<file path="config.mk">
export PLATFORM = sky130hd
export DESIGN_NAME = tug_field
export DESIGN_NICKNAME = d
export VERILOG_FILES = /design/src/rtl/tug_pkg.sv /design/src/rtl/press_edge.sv /design/src/rtl/tug_field.sv
export SDC_FILE = /design/constraint.sdc
export NUM_CORES = 1
export LEC_CHECK = 0
export CORE_UTILIZATION = 50
export CTS_BUF_LIST = sky130_fd_sc_hd__clkbuf_16
export CTS_CLUSTER_SIZE = 30
export DETAILED_ROUTE_END_ITERATION = 7
export PLACE_DENSITY = 0.71
export SYNTH_ARGS = -nofsm -noshare
export SYNTH_HDL_FRONTEND = slang
export SYNTH_HIERARCHICAL = 1
export SYNTH_SLANG_ARGS = --single-unit
</file>
<file path="constraint.sdc">
create_clock -name clk -period 2.9 [get_ports clk]
set_input_delay 0.58 -clock clk [delete_from_list [all_inputs] [get_ports clk]]
set_output_delay 0.58 -clock clk [all_outputs]
set_load 0.02 [all_outputs]
</file>
<file path="src/rtl/tug_pkg.sv">
// Shared types and widths for the tug-of-war playfield.
package tug_pkg;

    typedef enum logic [1:0] {NONE, LEFT, RIGHT} winner_t;
    typedef enum logic [1:0] {PLAY, POINT, OVER} state_t;

    localparam int SCORE_W = 4;

endpackage

</file>
<file path="src/rtl/press_edge.sv">
// Turns a synchronised key level into a single-cycle press strobe on its rising edge.
module press_edge (
    input  logic clk,
    input  logic reset,
    input  logic key,
    output logic press
);

    logic prev_q;

    // History resets high so a key already held at reset never looks like a fresh press.
    always_ff @(posedge clk) begin
        if (reset) begin
            prev_q <= 1'b1;
        end else begin
            prev_q <= key;
        end
    end

    assign press = key & ~prev_q;

endmodule

</file>
<file path="src/rtl/tug_field.sv">
// Two-player tug-of-war: presses pull a single light toward each player's end to score.
module tug_field
    import tug_pkg::*;
#(
    parameter int N_LIGHTS     = 9,
    parameter int WIN_SCORE    = 3,
    parameter int PAUSE_CYCLES = 50_000_000
) (
    input  logic                clk,
    input  logic                reset,
    input  logic                L,
    input  logic                R,
    output logic [N_LIGHTS-1:0] lights,
    output logic [SCORE_W-1:0]  score_l,
    output logic [SCORE_W-1:0]  score_r,
    output winner_t             point_winner,
    output logic                game_over
);

    localparam int PW = $clog2(N_LIGHTS);
    localparam int CW = $clog2(PAUSE_CYCLES + 1);

    localparam logic [PW-1:0]      CENTER     = PW'(N_LIGHTS / 2);
    localparam logic [PW-1:0]      MAX_POS    = PW'(N_LIGHTS - 1);
    localparam logic [CW-1:0]      PAUSE_LOAD = CW'(PAUSE_CYCLES - 1);
    localparam logic [SCORE_W-1:0] WIN        = SCORE_W'(WIN_SCORE);

    logic pressL;
    logic pressR;

    state_t              state_q, state_d;
    logic [PW-1:0]       pos_q, pos_d;
    logic [CW-1:0]       cnt_q, cnt_d;
    logic [SCORE_W-1:0]  scoreL_q, scoreL_d;
    logic [SCORE_W-1:0]  scoreR_q, scoreR_d;
    winner_t             winner_q, winner_d;

    press_edge uPressL (.clk(clk), .reset(reset), .key(L), .press(pressL));
    press_edge uPressR (.clk(clk), .reset(reset), .key(R), .press(pressR));

    always_ff @(posedge clk) begin
        if (reset) begin
            state_q  <= PLAY;
            pos_q    <= CENTER;
            cnt_q    <= '0;
            scoreL_q <= '0;
            scoreR_q <= '0;
            winner_q <= NONE;
        end else begin
            state_q  <= state_d;
            pos_q    <= pos_d;
            cnt_q    <= cnt_d;
            scoreL_q <= scoreL_d;
            scoreR_q <= scoreR_d;
            winner_q <= winner_d;
        end
    end

    // Presses outside PLAY fall through untouched; the press detectors keep tracking anyway.
    always_comb begin
        state_d  = state_q;
        pos_d    = pos_q;
        cnt_d    = cnt_q;
        scoreL_d = scoreL_q;
        scoreR_d = scoreR_q;
        winner_d = winner_q;
        case (state_q)
            PLAY: begin
                if (pressL && !pressR) begin
                    if (pos_q == MAX_POS) begin
                        scoreL_d = scoreL_q + SCORE_W'(1);
                        winner_d = LEFT;
                        if (scoreL_d == WIN) begin
                            state_d = OVER;
                        end else begin
                            state_d = POINT;
                            cnt_d   = PAUSE_LOAD;
                        end
                    end else begin
                        pos_d = pos_q + PW'(1);
                    end
                end else if (pressR && !pressL) begin
                    if (pos_q == '0) begin
                        scoreR_d = scoreR_q + SCORE_W'(1);
                        winner_d = RIGHT;
                        if (scoreR_d == WIN) begin
                            state_d = OVER;
                        end else begin
                            state_d = POINT;
                            cnt_d   = PAUSE_LOAD;
                        end
                    end else begin
                        pos_d = pos_q - PW'(1);
                    end
                end
            end
            POINT: begin
                if (cnt_q == '0) begin
                    state_d = PLAY;
                    pos_d   = CENTER;
                end else begin
                    cnt_d = cnt_q - CW'(1);
                end
            end
            OVER: begin
            end
            default: begin
                state_d = PLAY;
            end
        endcase
    end

    always_comb begin
        lights = '0;
        if (state_q == PLAY) begin
            lights[pos_q] = 1'b1;
        end
    end

    assign score_l      = scoreL_q;
    assign score_r      = scoreR_q;
    assign point_winner = winner_q;
    assign game_over    = (state_q == OVER);

endmodule

</file>
==> reports/results.tsv <==
stage	metric	value	unit
run_status	outcome	finished, final reports clean	
worst_setup_path	crit path to	cnt_q[16]	
synth	yosys cell count	313	
sta	final setup fails	0	
sta	RSZ-0062 raised after global routing	yes	
floorplan	number of cell rows	25	
worst_setup_path	WP data arrival	2.86	ns
global_routing	first-pass GRT wire length	10200	um
floorplan	Die Area	5390	um^2
flow_run	OpenROAD warning count	30	
synth	YS warnings	6	
worst_setup_path	CP bufs+invs	3	
cts	CTS Buf Count	5	
place	GP Congestion	0.796	
cts	CTS sink count	44	
cells_and_area	Top Layout Cells	dfxtp_1 (44), nor2_1 (31), nor3_1 (24)	
detailed_routing	Detail Route Antenna Nets	0	
synth	Yosys cell types	56	
sta	Max Clk Rate	372	MHz
cts	CTS max path bufs	2	
detailed_routing	routed vias/inst	5.88	
worst_setup_path	r2r setup slk	0.56	ns
global_routing	Tot GR Track Use	24.4	%
power	total power	1650	uW
global_routing	initial antenna violation count	0	
## stage by stage
stage | std cells | cell area, um^2 | utilization [%] | hold slack, ns
6_report | 414 | 3080 | 63.9 | 0.464
5_1_grt | 414 | 3080 | 63.9 | 0.498
4_1_cts | 414 | 3070 | 63.8 | 0.469
3_5_place_dp | 406 | 2930 | 60.8 | 0.458
3_3_place_gp | 406 | 2930 | 60.8 | 0.458
2_1_floorplan | 313 | 2550 | - | 0.436
## power breakdown
group | switching (uW) | leakage [uW] | internal (uW)
registers | 34.9 | 0.000356 | 632
clock network | 235 | 0.0000635 | 316
logic | 261 | 0.000785 | 173
total | 531 | 0.00120 | 1120
## what timing repair did
item,4_1_cts,5_1_grt
endpoints found under the setup margin,0,4
hold buffers,0,0
gates resized,0,1
## synth_stat cells (all sizes together), types with 4 or more instances
master  instances  area share (%)
o21ai          11             2.2
buf             4             1.0
nor2           31             4.6
inv            18             2.7
and3            8             2.0
or3             4            0.98
dfxtp          44              35
nand4           7             1.7
xor2            4             1.4
o21bai          4             1.2
or2             6             1.5
a21oi          16             3.3
nand3           5            0.98
ha              9             4.4
nor4           10             3.0
nand2          19             2.8
nor3           25             5.4
a311oi          6             2.1
nor2b           8             2.0
clkbuf         11             1.6
xnor2           6             2.1
o31ai           4             1.2
a21o            4             1.2
or4             4             1.2
a211oi          5             1.5
## area by class of cell
type	count	area, um^2	area share [%]
clock buffers	5	125	4.06
clock inverters	3	18.8	0.610
inverters	18	67.6	2.19
multi-input cells	236	1540	49.9
flip-flops and latches	44	881	28.6
well taps	67	83.8	2.72
repair buffers	41	365	11.9
## sequential cells by signal, indices dropped and copies added, names as in the netlist
name	cells
cnt_q	26
pos_q	4
score_l	4
score_r	4
point_winner	2
state_q	2
uPressL/prev_q	1
uPressR/prev_q	1
## worst min path at each step
stage	start	end	slack, ns	cells past startpoint
after floorplan	cnt_q[22]	cnt_q[22]	0.44	1
after global placement	cnt_q[6]	cnt_q[6]	0.46	1
after detailed placement	cnt_q[22]	cnt_q[22]	0.46	1
after CTS	cnt_q[6]	cnt_q[6]	0.47	1
after global routing	cnt_q[6]	cnt_q[6]	0.50	1
final	cnt_q[6]	cnt_q[6]	0.46	1
## worst reg2reg max path: cells and delay by family (launching register included)
family | cells | cell delay, ns
AOI/OAI and AO/OA | 2 | 0.22
buffers and inverters | 2 | 0.42
DFF | 1 | 0.36
and+or+nand+nor | 3 | 1.21
## cell families (layout without fill, tap and decap cells)
| kind of cell | Yosys count | count (layout) | synth area share [%] |
|---|---|---|---|
| XOR/XNOR | 10 | 10 | 3.44 |
| flip-flops | 44 | 44 | 34.6 |
| AND-OR/OR-AND | 78 | 78 | 21.8 |
| multiplexers | 3 | 3 | 1.18 |
| buffers and inverters | 33 | 67 | 5.30 |
| AND/OR/NAND/NOR | 135 | 135 | 28.5 |
| adder cells (fa/ha/maj) | 10 | 10 | 5.20 |
## routing by layer
metal,track usage (%),wire [um]
met5,0,0
met4,7.26,42
met3,4.12,279
met2,36.9,2770
met1,35.5,3020
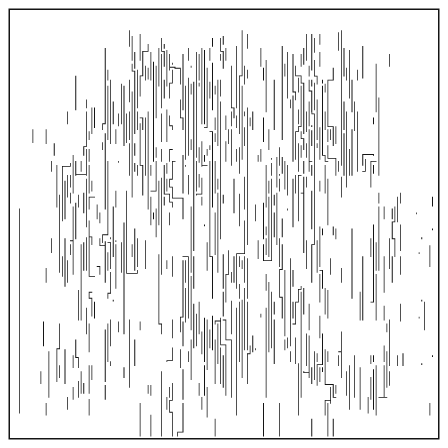
layer_met2.png
- wire length on this layer: 2,770 um
- longest straight run: 35.0 um
- nets with wire on the layer: 290

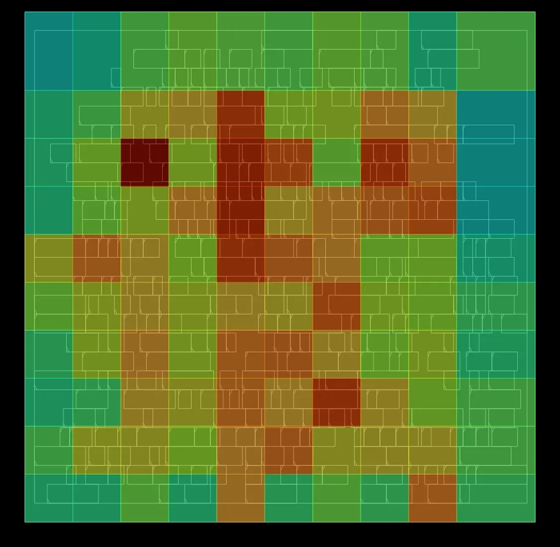
congestion.png
met1 usage: 35.5%
wire length per cell: 14.8 um
GR Util met2: 36.9%

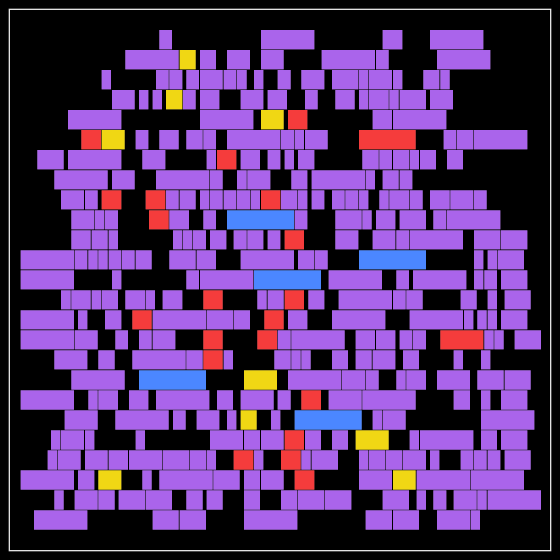
sizes.png
- _6 and larger: blue (cells 5; share 1.4%; most used clkbuf_16)
- _2 cells: yellow (cells 9; share 2.6%)
- _3 and _4 cells: red (cells 22; share 6.3%; most used buf_4)
- _0 and _1 cells: purple (cells 311; share 90%; most used dfxtp_1)

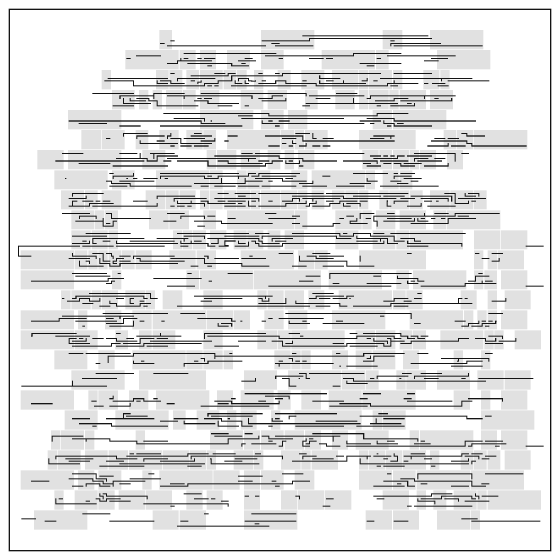
layer_met1.png
Cells faint in the background.
- wire length on this layer: 3,020 um
- share of all routed wire: 49%
- main direction: horizontal
- nets with wire on the layer: 330

Power and IR drop assume default switching activity.
